## src/rtl/regfile_write_arbiter_if.sv

```systemverilog
// regfile_write_arbiter_if: the ALU and MEM writeback handshakes, the pipeline stall, and the registered regfile write port.
interface regfile_write_arbiter_if #(
  parameter int DATA_W = 64,
  parameter int ADDR_W = 5
);
  logic              stall;
  logic              alu_valid;
  logic              alu_ready;
  logic [ADDR_W-1:0] alu_addr;
  logic [DATA_W-1:0] alu_data;
  logic              mem_valid;
  logic              mem_ready;
  logic [ADDR_W-1:0] mem_addr;
  logic [DATA_W-1:0] mem_data;
  logic              wr_en;
  logic [ADDR_W-1:0] wr_addr;
  logic [DATA_W-1:0] wr_data;
  logic              wr_src;
  modport master (
    output stall, alu_valid, alu_addr, alu_data, mem_valid, mem_addr, mem_data,
    input  alu_ready, mem_ready, wr_en, wr_addr, wr_data, wr_src
  );
  modport slave (
    input  stall, alu_valid, alu_addr, alu_data, mem_valid, mem_addr, mem_data,
    output alu_ready, mem_ready, wr_en, wr_addr, wr_data, wr_src
  );
endinterface

```

## src/rtl/regfile_write_arbiter.sv

```systemverilog
// regfile_write_arbiter: round-robin ALU/MEM writeback arbiter driving one registered regfile write port.
// Define REGWR_XZR_FILTER_EN to suppress the write strobe for transfers that target X31.
module regfile_write_arbiter #(
  parameter int DATA_W = 64,
  parameter int ADDR_W = 5
) (
  input logic clk,
  input logic reset,
  regfile_write_arbiter_if.slave bus
);
  logic              alu_gnt, mem_gnt, xfer;
  logic [ADDR_W-1:0] sel_addr;
  logic [DATA_W-1:0] sel_data;
  logic              wr_en_d, wr_en_q;
  logic [ADDR_W-1:0] wr_addr_d, wr_addr_q;
  logic [DATA_W-1:0] wr_data_d, wr_data_q;
  logic              wr_src_d, wr_src_q;
  // last_grant: 0=ALU, 1=MEM; the source that did not win last takes a tie
  logic              last_grant_d, last_grant_q;
  always_comb begin
    alu_gnt      = ~bus.stall & bus.alu_valid & (~bus.mem_valid | last_grant_q);
    mem_gnt      = ~bus.stall & bus.mem_valid & (~bus.alu_valid | ~last_grant_q);
    xfer         = alu_gnt | mem_gnt;
    sel_addr     = mem_gnt ? bus.mem_addr : bus.alu_addr;
    sel_data     = mem_gnt ? bus.mem_data : bus.alu_data;
`ifdef REGWR_XZR_FILTER_EN
    wr_en_d      = xfer & (sel_addr != {ADDR_W{1'b1}});
`else
    wr_en_d      = xfer;
`endif
    wr_addr_d    = xfer ? sel_addr : wr_addr_q;
    wr_data_d    = xfer ? sel_data : wr_data_q;
    wr_src_d     = xfer ? mem_gnt : wr_src_q;
    last_grant_d = xfer ? mem_gnt : last_grant_q;
  end
  always_ff @(posedge clk or posedge reset) begin
    if (reset) begin
      wr_en_q      <= 1'b0;
      wr_addr_q    <= '0;
      wr_data_q    <= '0;
      wr_src_q     <= 1'b0;
      last_grant_q <= 1'b1;
    end else begin
      wr_en_q      <= wr_en_d;
      wr_addr_q    <= wr_addr_d;
      wr_data_q    <= wr_data_d;
      wr_src_q     <= wr_src_d;
      last_grant_q <= last_grant_d;
    end
  end
  assign bus.alu_ready = alu_gnt;
  assign bus.mem_ready = mem_gnt;
  assign bus.wr_en     = wr_en_q;
  assign bus.wr_addr   = wr_addr_q;
  assign bus.wr_data   = wr_data_q;
  assign bus.wr_src    = wr_src_q;
endmodule

```

## src/flat_wrapper.sv

```systemverilog
// flat-port wrapper written by rule: the top's interface ports become plain ports
module regfile_write_arbiter_flat 
#(
  parameter int DATA_W = 64,
  parameter int ADDR_W = 5
)
  (clk, reset, bus_stall, bus_alu_valid, bus_alu_addr, bus_alu_data, bus_mem_valid, bus_mem_addr, bus_mem_data, bus_alu_ready, bus_mem_ready, bus_wr_en, bus_wr_addr, bus_wr_data, bus_wr_src);
  regfile_write_arbiter_if #(.DATA_W(DATA_W), .ADDR_W(ADDR_W)) bus_i ();
  input logic clk;
  input logic reset;
  input wire logic [$bits(bus_i.stall)-1:0] bus_stall;
  input wire logic [$bits(bus_i.alu_valid)-1:0] bus_alu_valid;
  input wire logic [$bits(bus_i.alu_addr)-1:0] bus_alu_addr;
  input wire logic [$bits(bus_i.alu_data)-1:0] bus_alu_data;
  input wire logic [$bits(bus_i.mem_valid)-1:0] bus_mem_valid;
  input wire logic [$bits(bus_i.mem_addr)-1:0] bus_mem_addr;
  input wire logic [$bits(bus_i.mem_data)-1:0] bus_mem_data;
  output wire logic [$bits(bus_i.alu_ready)-1:0] bus_alu_ready;
  output wire logic [$bits(bus_i.mem_ready)-1:0] bus_mem_ready;
  output wire logic [$bits(bus_i.wr_en)-1:0] bus_wr_en;
  output wire logic [$bits(bus_i.wr_addr)-1:0] bus_wr_addr;
  output wire logic [$bits(bus_i.wr_data)-1:0] bus_wr_data;
  output wire logic [$bits(bus_i.wr_src)-1:0] bus_wr_src;
  assign bus_i.stall = bus_stall;
  assign bus_i.alu_valid = bus_alu_valid;
  assign bus_i.alu_addr = bus_alu_addr;
  assign bus_i.alu_data = bus_alu_data;
  assign bus_i.mem_valid = bus_mem_valid;
  assign bus_i.mem_addr = bus_mem_addr;
  assign bus_i.mem_data = bus_mem_data;
  assign bus_alu_ready = bus_i.alu_ready;
  assign bus_mem_ready = bus_i.mem_ready;
  assign bus_wr_en = bus_i.wr_en;
  assign bus_wr_addr = bus_i.wr_addr;
  assign bus_wr_data = bus_i.wr_data;
  assign bus_wr_src = bus_i.wr_src;
  regfile_write_arbiter #(.DATA_W(DATA_W), .ADDR_W(ADDR_W)) u_core (.clk(clk), .reset(reset), .bus(bus_i));
endmodule
```

## config.mk

```make
export PLATFORM = sky130hd
export DESIGN_NAME = regfile_write_arbiter_flat
export DESIGN_NICKNAME = d
export VERILOG_FILES = /design/src/rtl/regfile_write_arbiter_if.sv /design/src/rtl/regfile_write_arbiter.sv /design/src/flat_wrapper.sv
export SDC_FILE = /design/constraint.sdc
export NUM_CORES = 1
export LEC_CHECK = 0
export CELL_PAD_IN_SITES_DETAIL_PLACEMENT = 0
export CELL_PAD_IN_SITES_GLOBAL_PLACEMENT = 1
export CORE_ASPECT_RATIO = 2
export CORE_MARGIN = 2
export CORE_UTILIZATION = 23
export CTS_CLUSTER_SIZE = 40
export DETAILED_ROUTE_END_ITERATION = 16
export PLACE_DENSITY_LB_ADDON = 0.05
export SETUP_SLACK_MARGIN = 0.3
export SYNTH_ARGS = -nofsm -noshare
export SYNTH_HDL_FRONTEND = slang
export SYNTH_SLANG_ARGS = --single-unit
```

## constraint.sdc

```tcl
create_clock -name clk -period 2.2 [get_ports clk]
set_clock_uncertainty 0.15 [all_clocks]
set_input_delay 0.44 -clock clk [delete_from_list [all_inputs] [get_ports clk]]
set_output_delay 0.44 -clock clk [all_outputs]
set_load 0.05 [all_outputs]
```

==> impl_metrics.ini <==
; physical design summary
[status]
status = finished, final reports clean

[route]
dr_wl_met2_mm = 7.70

[setup_path]
crit_buf_inv = 2
r2r_setup_slack_ns = 0.54
rr_startpoint = u_core.last_grant_q
cp-start-kind = flip-flop
cp_top_family = flip-flops

[run]
warnings = 27

[synthesis]
fp_nets = 551
top_area_cell = dfrtp_1
top_cell = dfrtp_1
ys_area_sq_um = 3490
yosysWarnings = 0
ys_sh_mux_pct = 0

[layout]
buf_share_pct = 37.6
nNonClkInverters = 3
lay_top_cells = clkdlybuf4s50_1 (139), dfrtp_1 (71), nand3_1 (69), nor2_1 (69), a31oi_1 (69)
instances_no_fill = 807
sh_seq_area_pct = 29.1
stdcell_area_sq_um = 6190
nClkBuffers = 11

[global_routing]
antenna_found_initial = 1
grt_pass1_vias = 3845
grt_start_max_net_pins = 61
gr-total-overflow = 0
met1_usage_pct = 20.7

[place]
placed_area_sq_um = 5920

[pwr]
peakVddDrop_mv = 0.385
p_comb_share_pct = 36.3
pwr-share-seq_pct = 32.6

[sta]
worst_slack_ns = 0.319

[cts]
cts_htree_levels = 3
postCtsSetupBuffers = 0
## worst max-delay path by stage
stage / end / slack (ns) / start
2_1_floorplan: bus_mem_ready / 0.41 / bus_stall
3_3_place_gp: u_core.bus.wr_data[43] / 0.05 / bus_stall
3_5_place_dp: u_core.bus.wr_data[53] / 0.01 / bus_stall
4_1_cts: bus_alu_ready / 0.31 / u_core.last_grant_q
5_1_grt: bus_alu_ready / 0.28 / u_core.last_grant_q
6_report: bus_alu_ready / 0.32 / u_core.last_grant_q
## sequential cells by signal, indices dropped and copies added, names as in the netlist
register and flops:
u_core.last_grant_q 1, u_core.bus.wr_en 1, u_core.bus.wr_src 1, u_core.bus.wr_addr 5, u_core.bus.wr_data 64
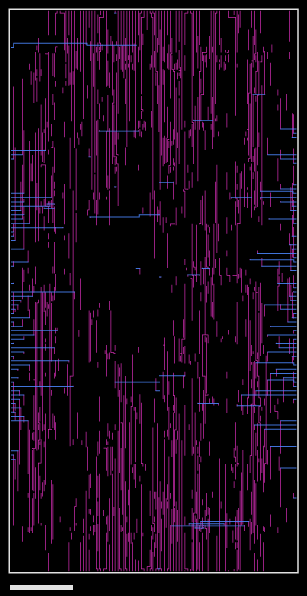
(metal layers overlaid)
Scale bar: 20 um. Only two layers are drawn.
M2: shown in magenta, wire length 7700 um. M3: shown in blue, wire length 752 um.

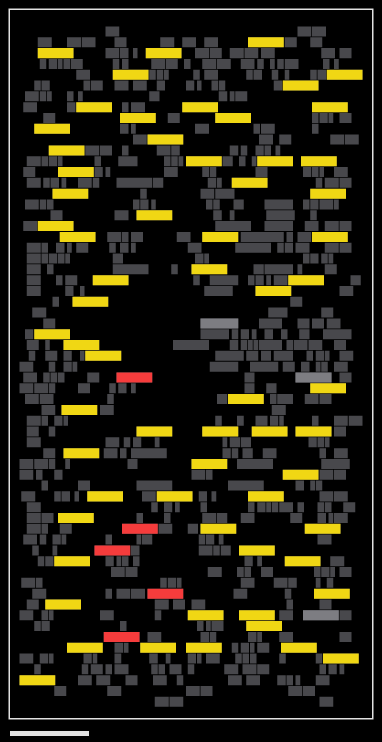
(register map, names as in the netlist)
Scale bar: 20 um.
u_core.bus.wr_data: shown in yellow, placed flops 64, where widely spread. u_core.bus.wr_addr: shown in red, placed flops 5.
Another 3 sequential cells are not coloured.

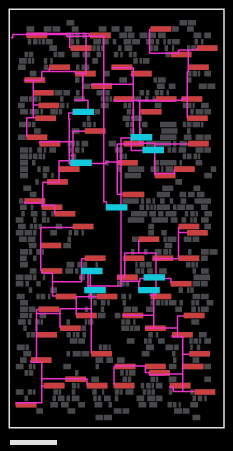
(clock wires, drivers and flops)
Scale bar: 20 um.
clock wires: shown in magenta, length 1260 um. clock-net drivers: shown in cyan, count 9. flip-flops: shown in red, count 72.
Position of the flops: widely spread.

Power figures rest on the tool's default switching activity, not on a simulated workload.
